`config.mk`:
```
export PLATFORM = sky130hd
export DESIGN_NAME = space_key_conditioner
export DESIGN_NICKNAME = d
export VERILOG_FILES = /design/src/rtl/space_key_conditioner.sv
export SDC_FILE = /design/constraint.sdc
export NUM_CORES = 1
export LEC_CHECK = 0
export CORE_MARGIN = 2
export CORE_UTILIZATION = 55
export CTS_BUF_LIST = sky130_fd_sc_hd__clkbuf_8 sky130_fd_sc_hd__clkbuf_16
export CTS_CLUSTER_DIAMETER = 80
export DETAILED_ROUTE_END_ITERATION = 12
export GPL_ROUTABILITY_DRIVEN = 0
export PLACE_DENSITY = 0.92
export SLEW_MARGIN = 20
export SYNTH_ARGS = -nofsm -noshare
export SYNTH_HDL_FRONTEND = slang
export SYNTH_SLANG_ARGS = --single-unit
```
`constraint.sdc`:
```
create_clock -name clk -period 3.7 [get_ports clk]
set_input_delay 0.925 -clock clk [delete_from_list [all_inputs] [get_ports clk]]
set_output_delay 0.925 -clock clk [all_outputs]
set_load 0.005 [all_outputs]
```
`src/rtl/space_key_conditioner.sv`:
```
`default_nettype none
// ============================================================================
// space_key_conditioner: one frame-aligned pulse per space press, with lockout
// Revision: 1.0
// ============================================================================
module space_key_conditioner #(
  parameter int         LOCKOUT_FRAMES = 4,
  parameter int         CNT_W          = 3,
  parameter logic [1:0] PLAYING        = 2'b00
) (
  input  logic       clk,
  input  logic       resetn,
  input  logic       key_hold,
  input  logic       sync,
  input  logic [1:0] game_status,
  output logic       key_pulse,
  output logic       restart_pulse,
  output logic       busy,
  output logic [7:0] press_count
);

  typedef enum logic [2:0] {
    S_IDLE         = 3'd0,
    S_ARMED        = 3'd1,
    S_FIRE         = 3'd2,
    S_LOCKOUT      = 3'd3,
    S_WAIT_RELEASE = 3'd4
  } state_t;

  localparam logic [CNT_W-1:0] c_lock_load = CNT_W'(LOCKOUT_FRAMES);
  localparam logic [CNT_W-1:0] c_lock_one  = CNT_W'(1);
  localparam bit               c_lock_en   = (LOCKOUT_FRAMES > 0);
  localparam logic [7:0]       c_cnt_max   = 8'hFF;

  state_t           r_state;
  state_t           w_state_nxt;
  logic             r_key_q;
  logic             r_key_q_d;
  logic [CNT_W-1:0] r_lock_cnt;
  logic [CNT_W-1:0] w_lock_cnt_nxt;
  logic             r_fire_kind;
  logic             w_fire_kind_nxt;
  logic             r_key_pulse;
  logic             r_restart_pulse;
  logic             r_busy;
  logic [7:0]       r_press_count;

  logic w_rise;
  logic w_not_playing;
  logic w_fire;
  logic w_after_lock;

  assign w_rise        = r_key_q & ~r_key_q_d;
  assign w_not_playing = (game_status != PLAYING);
  assign w_fire        = (r_state == S_ARMED) & sync;
  // A key still held when the press is retired must be released before re-arming.
  assign w_after_lock  = r_key_q;

  always_ff @(posedge clk or negedge resetn) begin
    if (!resetn) begin
      r_key_q   <= 1'b0;
      r_key_q_d <= 1'b0;
    end else begin
      r_key_q   <= key_hold;
      r_key_q_d <= r_key_q;
    end
  end

  always_ff @(posedge clk or negedge resetn) begin
    if (!resetn) begin
      r_state     <= S_IDLE;
      r_lock_cnt  <= '0;
      r_fire_kind <= 1'b0;
    end else begin
      r_state     <= w_state_nxt;
      r_lock_cnt  <= w_lock_cnt_nxt;
      r_fire_kind <= w_fire_kind_nxt;
    end
  end

  always_comb begin
    w_state_nxt     = r_state;
    w_lock_cnt_nxt  = r_lock_cnt;
    w_fire_kind_nxt = r_fire_kind;
    case (r_state)
      S_IDLE: begin
        if (w_rise) begin
          w_state_nxt     = S_ARMED;
          w_fire_kind_nxt = w_not_playing;
        end
      end
      S_ARMED: begin
        // Kind is re-evaluated at fire time so a status change while armed is honoured.
        if (sync) begin
          w_state_nxt     = S_FIRE;
          w_fire_kind_nxt = w_not_playing;
        end
      end
      S_FIRE: begin
        if (c_lock_en) begin
          w_lock_cnt_nxt = c_lock_load;
          w_state_nxt    = S_LOCKOUT;
        end else begin
          w_state_nxt = w_after_lock ? S_WAIT_RELEASE : S_IDLE;
        end
      end
      S_LOCKOUT: begin
        if (r_lock_cnt == '0) begin
          w_state_nxt = w_after_lock ? S_WAIT_RELEASE : S_IDLE;
        end else if (sync) begin
          w_lock_cnt_nxt = r_lock_cnt - c_lock_one;
          if (r_lock_cnt == c_lock_one) begin
            w_state_nxt = w_after_lock ? S_WAIT_RELEASE : S_IDLE;
          end
        end
      end
      S_WAIT_RELEASE: begin
        if (!r_key_q) begin
          w_state_nxt = S_IDLE;
        end
      end
      default: begin
        w_state_nxt = S_IDLE;
      end
    endcase
  end

  // Strobes and counter are registered on the edge entering FIRE so they are high during FIRE.
  always_ff @(posedge clk or negedge resetn) begin
    if (!resetn) begin
      r_key_pulse     <= 1'b0;
      r_restart_pulse <= 1'b0;
      r_busy          <= 1'b0;
      r_press_count   <= 8'd0;
    end else begin
      r_key_pulse     <= w_fire & ~w_fire_kind_nxt;
      r_restart_pulse <= w_fire & w_fire_kind_nxt;
      r_busy          <= (w_state_nxt != S_IDLE);
      if (w_fire && (r_press_count != c_cnt_max)) begin
        r_press_count <= r_press_count + 8'd1;
      end
    end
  end

  assign key_pulse     = r_key_pulse;
  assign restart_pulse = r_restart_pulse;
  assign busy          = r_busy;
  assign press_count   = r_press_count;

endmodule
`default_nettype wire

```
Figure 1. Pin placement (run 1).
Drawn at 10 px/µm. Pins as bars across the die edge, other pins in grey.
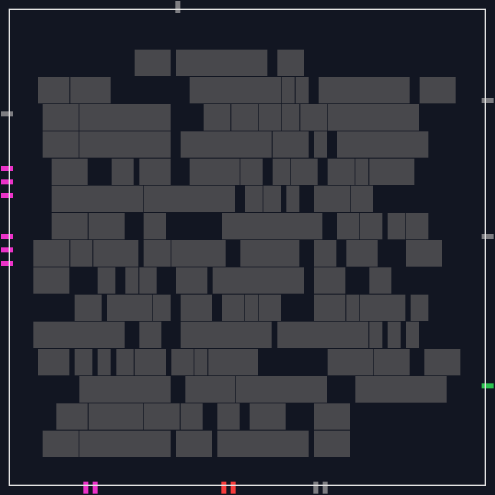
Key: game_status = red [pins 2, direction input, edge south]; resetn = green [pins 1, direction input, edge east]; press_count = magenta [pins 8, direction output, edge 6 west, 2 south]
die height: 47.46 µm
width of the chip: 47.46 µm
# port buffers: 16

Figure 2. Placement view (run 1).
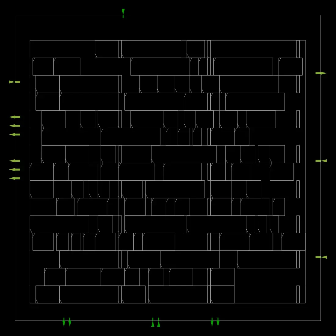
Seq/total area: 37.92%
Tap Cells: 25
post-layout util: 71.83%

==> impl_metrics.yaml, run 1 <==
# generated from flow reports
final_timing:
  hold_violations: 0
  tns_ps: 0
  setup_violations: 0
  worst_pin_slew_ps: 812.4
  worst_hold_slack_ps: 453.5
  rsz0062_at_grt: "false"
  post-route-period-util_pct: 63.42
  post-route-min-period_ps: 2346
  maxSlewViolCount: 0
  setup_slack_ps: 1354
  relSlewSlack_pct: 45.67
critical_path:
  r2r_cells: 3
  rr_endpoint: "press_count[5]$_DFFE_PN0P_"
  rrSetupSlack_ps: 2120
  cp.required_ps: 3830
  crit_path_end: "press_count[5]$_DFFE_PN0P_"
  start_kind: "primary input"
  cp-end-kind: "register"
  critPathKind: "in -> reg"
  worstReg2RegStart: "r_state[0]$_DFF_PN0_"
  critPathMaxFanout: 10
power_and_ir_drop:
  p_switching_mw: 0.3075
  p_clk_share_pct: 16.0
  p_leak_nw: 0.5227
  switching_share_pct: 36.10
  peakVddDrop_mv: 0.4808
  seq_power_share_pct: 42.1
grt:
  overflow: 0
  grt_use_met2_pct: 37.57
  grt_max_degree: 20
  track_usage_pct: 22.08
  grt_pass1_wl_mm: 3.318
  grt_pass1_vias: 779
  use_met3_pct: 3.396
  antenna_found_initial: 0
  met1_usage_pct: 26.88
  top_usage_layer: "met2"
finish:
  stdcell_count: 136
  diodes: 0
  ff_latch_area_um2: 475.5
  drive_gt1_share_pct: 10.81
  fillers: 137
  fin_area_um2: 1254
  lay_top_count: "dfrtp_1"
  area_delta_synth_final_pct: 20.72
  buffers_excl_clock: 16
  largest_cell_class: "combinational gates"
  final-clk-cell-share_pct: 3.593
  inv_count: 5
  mostFrequentLayoutCells: "dfrtp_1, clkdlybuf4s50_1, inv_1"
  clock_buffers: 3
  comb_cells: 67
  logic_area_um2: 523.0
  design.seq.count: 19
  buf_share_pct: 12.77
  comb_share_pct: 41.72
clock_tree:
  clockRootBuffer: "clkbuf_8"
  cts.path.max_buffers: 2
  clock_sinks: 19
  postCtsHoldBufs: 0
  h-tree-depth: 1
  postCtsSetupRepairBufs: 0
  cts_buffers: 3
  cts_resized: 0
  cts_tree: "done"
  clk_latency_ps: 250
yosys:
  synth-edff-count: 0
  synth_area_um2: 1038
  netlist-cell-type-count: 38
  yosysWarnings: 0
  ys.flops: 19
  synthCells: 94
  ys_cells: 94
  ys_seq_share_pct: 45.78
die:
  initCoreUtil_pct: 59.50
  rows: 15
  core_um2: 1745
  num_io_pins: 17
  die-area_um2: 2252
placed_design:
  place_hpwl_mm: 1.440
  dp_slack_ps: 1109
  placed_cells: 132
  postPlaceCellArea_um2: 1209
routing:
  firstDrtPassIters: 4
  wl_per_cell_um: 14.43
  route.antenna.remaining_nets: 0
  drtIter0Drc: 21
outcome:
  status: "completed"
hold_path:
  hold_start: "r_key_q$_DFF_PN0_"
  min_path_cells: 0
  hold_path_end: "r_key_q_d$_DFF_PN0_"
  min_path_type: "reg -> reg"
flow_run:
  warning_count: 28
  cap_violations: 0
Figure 3. M2 wires (run 1).
Drawn at 8 px/µm. Cells faint in the background.
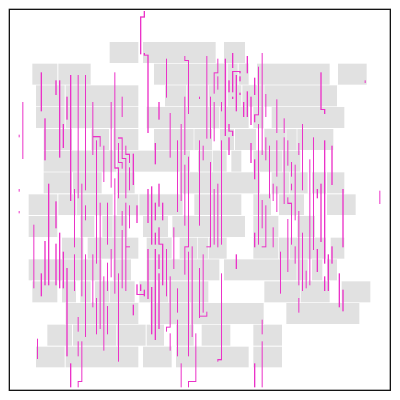
The longest straight run is 15.6 µm. 110 nets have wire on it. The layer holds 50% of the routed length. The wires run mostly vertical.
drt total wl: 1.962 mm
Via Count: 804

-- run 1: power groups by stage --
stage / registers, mW / clock network, mW / logic (mW)
floorplan: 0.328 / 0 / 0.272
global placement: 0.355 / 0 / 0.345
detailed placement: 0.360 / 0 / 0.360
CTS: 0.357 / 0.139 / 0.362
global route: 0.370 / 0.149 / 0.399
finish: 0.359 / 0.136 / 0.357
-- run 1: cell usage after synthesis (2+ instances only) --
master    instances  area share [%]
dfrtp_1          19              46
a211oi_1          3             2.2
nor3b_1           2             1.4
and4_1            2             1.7
nor2_1            5             1.8
a21oi_1           4             1.9
a31oi_1           3             1.8
o21ai_0           2            0.96
xnor2_1           2             1.7
ha_1              4             4.8
a311o_1           2             1.9
inv_1             5             1.8
nor2b_1           2             1.2
mux2_4            2             2.9
nand2_1           2            0.72
nand4_1           2             1.2
nor3_1            3             1.4
nand3_1           2            0.96
buf_2             2            0.96
and3_1            4             2.4
nand2b_1          4             2.4
o21a_1            2             1.4
-- run 1: cells by family after synthesis --
logic type,count (synthesis),share of synthesized area [%]
AND/OR/NAND/NOR,35,23.49
AND-OR/OR-AND,22,15.54
flip-flops,19,45.78
buffers and inverters,8,3.856
adder cells (fa/ha/maj),4,4.819
XOR/XNOR,3,2.531
multiplexers,3,3.976
-- run 1: worst max-delay path, cell delays in order --
cell and delay, ps:
clkdlybuf4s50_1 690, and4bb_4 340, and4_1 220, mux2_4 300
-- run 1: routing by layer --
layer	up-vias	routed length, µm
met2	18	974
met1	398	893
li1	384	-
met3	4	51
met5	-	0
met4	0	42
-- run 1: registers in the layout, summed over array words and instances, names as in the netlist --
name / cells
press_count: 8
r_state: 3
r_lock_cnt: 3
r_key_q_d: 1
r_key_q: 1
restart_pulse: 1
key_pulse: 1
busy: 1
==> run 1 -> run 2 <==
CORE_UTILIZATION = 51   (was 55)
PLACE_DENSITY = 0.87   (was 0.92)
clock period = 2.4 ns   (was 3.7 ns; I/O delays follow)
Figure 4. M2 wires (run 2).
Drawn at 8 px/µm. Cells faint in the background.
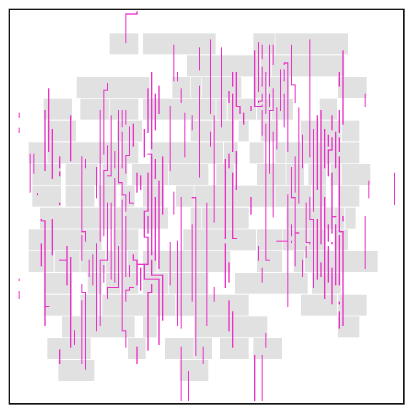
The wires run mostly vertical. The layer holds 51% of the routed length. The layer carries 1020 µm of wire. The longest straight run is 19.7 µm.
GRT met2 Usage: 29.28%
drt total wl: 1.990 mm
Via Count: 810

==> impl_metrics.yaml, run 2 <==
# generated from flow reports
outcome:
  status: "completed"
clock_tree:
  cts_buffers: 3
  postCtsHoldBufs: 0
  clk_pin_slew_worst_paths_ps: 70
  postCtsSetupRepairBufs: 0
  h-tree-depth: 1
  clockRootBuffer: "clkbuf_8"
  cts_resized: 0
  clk_latency_ps: 250
  cts_tree: "done"
  clock_sinks: 19
  cts.path.max_buffers: 2
critical_path:
  crit_family: "buffers and inverters"
  cp-end-kind: "primary output"
  cp_cell_sequence: "clkdlybuf4s50_1"
  start_kind: "register"
  cp.arrival_ps: 1300
  critPathMaxFanout: 8
  critPathKind: "reg -> out"
  timing.critical_path.buf_inv: 1
  cp.required_ps: 1800
  crit_slowest_cell: "clkdlybuf4s50_1"
  critPathMaxStageDelay_ps: 560
  rrSetupSlack_ps: 830
finish:
  stdcell_count: 140
  diodes: 0
  lay_top_count: "dfrtp_1"
  finish.utilization_pct: 65.46
  largest_reg_flops: 8
  fin_area_um2: 1271
  area_delta_synth_final_pct: 22.41
  mostFrequentLayoutCells: "dfrtp_1, clkdlybuf4s50_1, inv_1"
  drive_gt1_share_pct: 12.39
yosys:
  largest_area_cell: "dfrtp_1"
  ys.flops: 19
  ys_area_um2: 1038
  top_cells_by_count: "dfrtp_1, inv_1, nor2_1"
  yosysWarnings: 0
  ff_type: "dfrtp_1"
  area_leaders: "dfrtp_1, ha_1, mux2_4"
  syn_nets: 104
  top_area_share_pct: 45.78
  synth-edff-count: 0
  ys_seq_share_pct: 45.78
  netlist-cell-type-count: 38
  most_common_cell: "dfrtp_1"
  synthCells: 94
  synth.avg_cell_area_um2: 11.05
  ys_cells: 94
  synth_area_um2: 1038
final_timing:
  maxSlewViolCount: 0
  worst_pin_slew_ps: 411.4
  setup_slack_ps: 503.3
  relSlewSlack_pct: 72.58
  setup_violations: 0
  post-route-min-period_ps: 1897
  post-route-period-util_pct: 79.03
  hold_violations: 0
  max_freq_mhz: 527.2
  rsz0062_at_grt: "false"
  worst_hold_slack_ps: 454.7
  tns_ps: 0
power_and_ir_drop:
  total_power_mw: 1.322
  powerDensity_nw_per_um2: 1040
  p_leak_nw: 0.5323
  peakVddDrop_mv: 0.6681
grt:
  use_met3_pct: 3.681
  met1_usage_pct: 24.14
  grt_pass1_vias: 783
  grt_pass1_wl_mm: 3.450
  antenna_found_initial: 0
  track_usage_pct: 18.17
  overflow: 0
  grt_max_degree: 20
  top_usage_layer: "met2"
die:
  core_um2: 1942
  num_io_pins: 17
  die-area_um2: 2413
  fp.dieW_um: 49.13
  rows: 16
  initCoreUtil_pct: 53.48
  die_h_um: 49.13
routing:
  firstDrtPassIters: 4
  drc: 0
  drtIter0Drc: 22
  wl_per_cell_um: 14.21
  route.antenna.remaining_nets: 0
placed_design:
  placed_cells: 136
  place_hpwl_mm: 1.429
  portBuffers: 16
  postPlaceCellArea_um2: 1226
  dp_slack_ps: 289.9
hold_path:
  min_path_type: "reg -> reg"
flow_run:
  cap_violations: 0
  warning_count: 28
Figure 5. Wiring by layer (run 2).
Drawn at 8 px/µm. Only two layers are drawn.
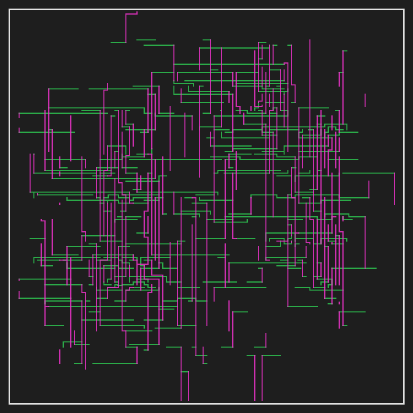
Key: M2 = magenta [wire length 1020 µm]; M1 = green [wire length 889 µm]

-- run 2: cell count changes in the layout (fill, tap and decap cells not counted), sizes merged --
cell / change
buf: +2
-- run 2: kinds of logic (layout without fill, tap and decap cells) --
| group | Yosys count | count (layout) | share of synthesized area, % |
|---|---|---|---|
| adder cells (fa/ha/maj) | 4 | 4 | 4.819 |
| AND-OR/OR-AND | 22 | 22 | 15.54 |
| AND/OR/NAND/NOR | 35 | 35 | 23.49 |
| XOR/XNOR | 3 | 3 | 2.531 |
| buffers and inverters | 8 | 27 | 3.856 |
| flip-flops | 19 | 19 | 45.78 |
| multiplexers | 3 | 3 | 3.976 |
-- run 2: final cells by class --
type	instances	area, µm²
Multi-Input combinational cell	67	523.0
Tap cell	27	33.78
Inverter	5	18.77
Clock buffer	3	41.29
Timing Repair Buffer	18	175.2
Fill cell	163	670.6
Clock inverter	1	3.754
Sequential cell	19	475.5
-- run 2: worst paths after layout --
check                      cells past startpoint                    endpoint                  startpoint
setup / recovery                               1              press_count[7]  press_count[7]$_DFFE_PN0P_
hold / removal                                 0         r_key_q_d$_DFF_PN0_           r_key_q$_DFF_PN0_
setup reg to reg                               3  press_count[5]$_DFFE_PN0P_        r_state[0]$_DFF_PN0_
hold reg to reg                                0         r_key_q_d$_DFF_PN0_           r_key_q$_DFF_PN0_
max in group asynchronous                      2  press_count[1]$_DFFE_PN0P_                      resetn
min in group asynchronous                      2  press_count[5]$_DFFE_PN0P_                      resetn
-- run 2: metal layers --
metal,part of all wire [%],up-vias
met1,45,403
li1,-,384
met3,3.6,2
met5,0,-
met4,0.40,0
met2,51,21
-- run 2: where the power goes --
group	internal, mW	switching, mW	leakage [nW]
logic	0.309	0.247	0.269
registers	0.417	0.138	0.236
clock network	0.113	0.0973	0.0269
total	0.840	0.483	0.532
==> run 2 -> run 3 <==
CORE_UTILIZATION = 46   (was 51)
PLACE_DENSITY = 0.83   (was 0.87)
clock period = 1.6 ns   (was 2.4 ns; I/O delays follow)
Figure 6. Wiring by layer (run 3).
Drawn at 8 px/µm. Only two layers are drawn.
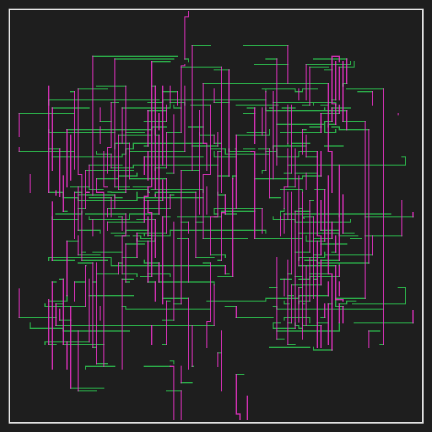
Key: M1 = green [wire length 989 µm]; M2 = magenta [wire length 1250 µm]
drt total wl: 2.317 mm
total track usage: 19.20%

==> impl_metrics.yaml, run 3 <==
# generated from flow reports
outcome:
  status: "completed"
critical_path:
  start_kind: "register"
  startpoint: "press_count[2]$_DFFE_PN0P_"
  crit_family: "buffers and inverters"
  critPathKind: "reg -> out"
  worstReg2RegStart: "r_lock_cnt[0]$_DFFE_PN0P_"
  critPathMaxFanout: 5
  cp-end-kind: "primary output"
  critPathMaxStageDelay_ps: 510
  cp_cell_sequence: "clkdlybuf4s50_1"
  cp.arrival_ps: 1180
  crit_slowest_cell: "clkdlybuf4s50_1"
yosys:
  fa_ha_area_share_pct: 4.819
  ff_type: "dfrtp_1"
  ys.flops: 19
  synth.cellmix.compoundShare_pct: 15.54
  ys_sh_xor_pct: 2.530
  ys_sh_simple_pct: 23.49
  netlist-cell-type-count: 38
  ys_cells: 94
  largest_area_cell: "dfrtp_1"
  ys_seq_share_pct: 45.78
  yosysWarnings: 0
  ys_area_um2: 1038
  top_cells_by_count: "dfrtp_1, inv_1, nor2_1"
  top_area_share_pct: 45.78
  synth.avg_cell_area_um2: 11.05
  syn_nets: 104
  top_logic_kind: "simple AND/OR/NAND/NOR gates"
  most_common_cell: "dfrtp_1"
finish:
  diodes: 0
  drive_gt1_share_pct: 25.78
  mostFrequentLayoutCells: "buf_4, dfrtp_1, clkdlybuf4s50_1"
  stdcell_count: 156
  area_delta_synth_final_pct: 34.22
grt:
  grt_use_met2_pct: 34.83
  top_usage_layer: "met2"
  overflow: 0
  use_met3_pct: 3.161
  grt_pass1_vias: 869
  antenna_found_initial: 0
final_timing:
  post-route-min-period_ps: 1578
  maxSlewViolCount: 0
  worst_pin_slew_ps: 253.5
  setup_violations: 0
  post-route-period-util_pct: 98.61
  tns_ps: 0
  worst_hold_slack_ps: 463.8
  setup_slack_ps: 22.18
  max_freq_mhz: 633.8
  relSlewSlack_pct: 83.10
placed_design:
  postPlaceCellArea_um2: 1287
  portBuffers: 16
  placed_cells: 145
power_and_ir_drop:
  powerDensity_nw_per_um2: 1569
  total_power_mw: 2.187
  p_leak_nw: 0.6203
clock_tree:
  h-tree-depth: 1
  postCtsHoldBufs: 0
  cts_buffers: 3
  clk_pin_slew_worst_paths_ps: 70
  cts.path.max_buffers: 2
  cts_tree: "done"
  clk_latency_ps: 250
routing:
  drtIter0Drc: 21
  vias: 873
  firstDrtPassIters: 4
  wl_per_cell_um: 14.85
  drc: 0
  route.antenna.remaining_nets: 0
flow_run:
  warning_count: 28
hold_path:
  min_path_type: "reg -> reg"
  hold_start: "r_key_q$_DFF_PN0_"
die:
  core_um2: 2170
  num_io_pins: 17
  initCoreUtil_pct: 47.87
  die-area_um2: 2654
Figure 7. Pin placement (run 3).
Drawn at 10 px/µm. Pins as bars across the die edge, other pins in grey.
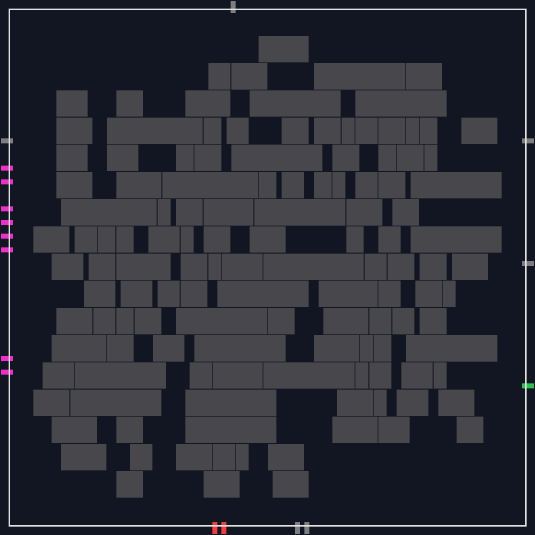
Key: resetn = green [pins 1, direction input, edge east]; game_status = red [pins 2, direction input, edge south]; press_count = magenta [pins 8, direction output, edge west]
All pins by edge: 9 west, 4 south, 3 east, 1 north.
die height: 51.52 µm
width of the chip: 51.52 µm

[run 3: cell types whose count changed in the layout (fill, tap and decap cells not counted), sizes merged]
cell / before / now
buf: 2 / 17
dlymetal6s2s: 0 / 1
clkdlybuf4s50: 16 / 13
dlygate4sd2: 0 / 2
[run 3: timing repair]
item                                   in CTS  in global routing
endpoints found under the hold margin       0                  0
setup endpoints to repair                   5                  4
gates cloned                                0                  0
resized                                     5                  2
setup buffers                               2                  5
[run 3: cell type report]
type	count	area (µm²)
clock buffers	3	41.29
fillers	188	775.7
well taps	28	35.03
flip-flops and latches	19	479.2
clock inverters	1	3.754
multi-input cells	67	528.0
repair buffers	33	287.8
inverters	5	18.77
[run 3: logic make-up after synthesis]
kind of cell               Yosys count
buffers and inverters                8
AOI/OAI and AO/OA                   22
adders and majority gates            4
muxes                                3
and+or+nand+nor                     35
DFF                                 19
xor gates and xnor gates             3
[run 3: layer usage]
layer | routed length (µm) | vias up | share of wire (%)
li1 | - | 418 | -
met1 | 988 | 436 | 43
met4 | 0 | 0 | 0
met3 | 83 | 0 | 3.6
met2 | 1244 | 19 | 54
met5 | 0 | - | 0
[run 3: final timing paths]
path | to | slack, ps | depth (start not counted)
setup / recovery | press_count[2] | 20 | 1
hold / removal | r_key_q_d$_DFF_PN0_ | 460 | 0
setup reg to reg | r_lock_cnt[0]$_DFFE_PN0P_ | 160 | 5
hold reg to reg | r_key_q_d$_DFF_PN0_ | 460 | 0
max in group asynchronous | press_count[2]$_DFFE_PN0P_ | 900 | 2
min in group asynchronous | r_lock_cnt[2]$_DFFE_PN0P_ | 480 | 2
[run 3: power by group]
part           internal, mW  switching, mW  leakage [nW]  total [mW]
Clock                 0.170          0.150        0.0269       0.320
Combinational         0.609          0.475         0.361        1.08
Sequential            0.632          0.151         0.232       0.784
Power figures rest on the tool's default switching activity, not on a simulated workload.
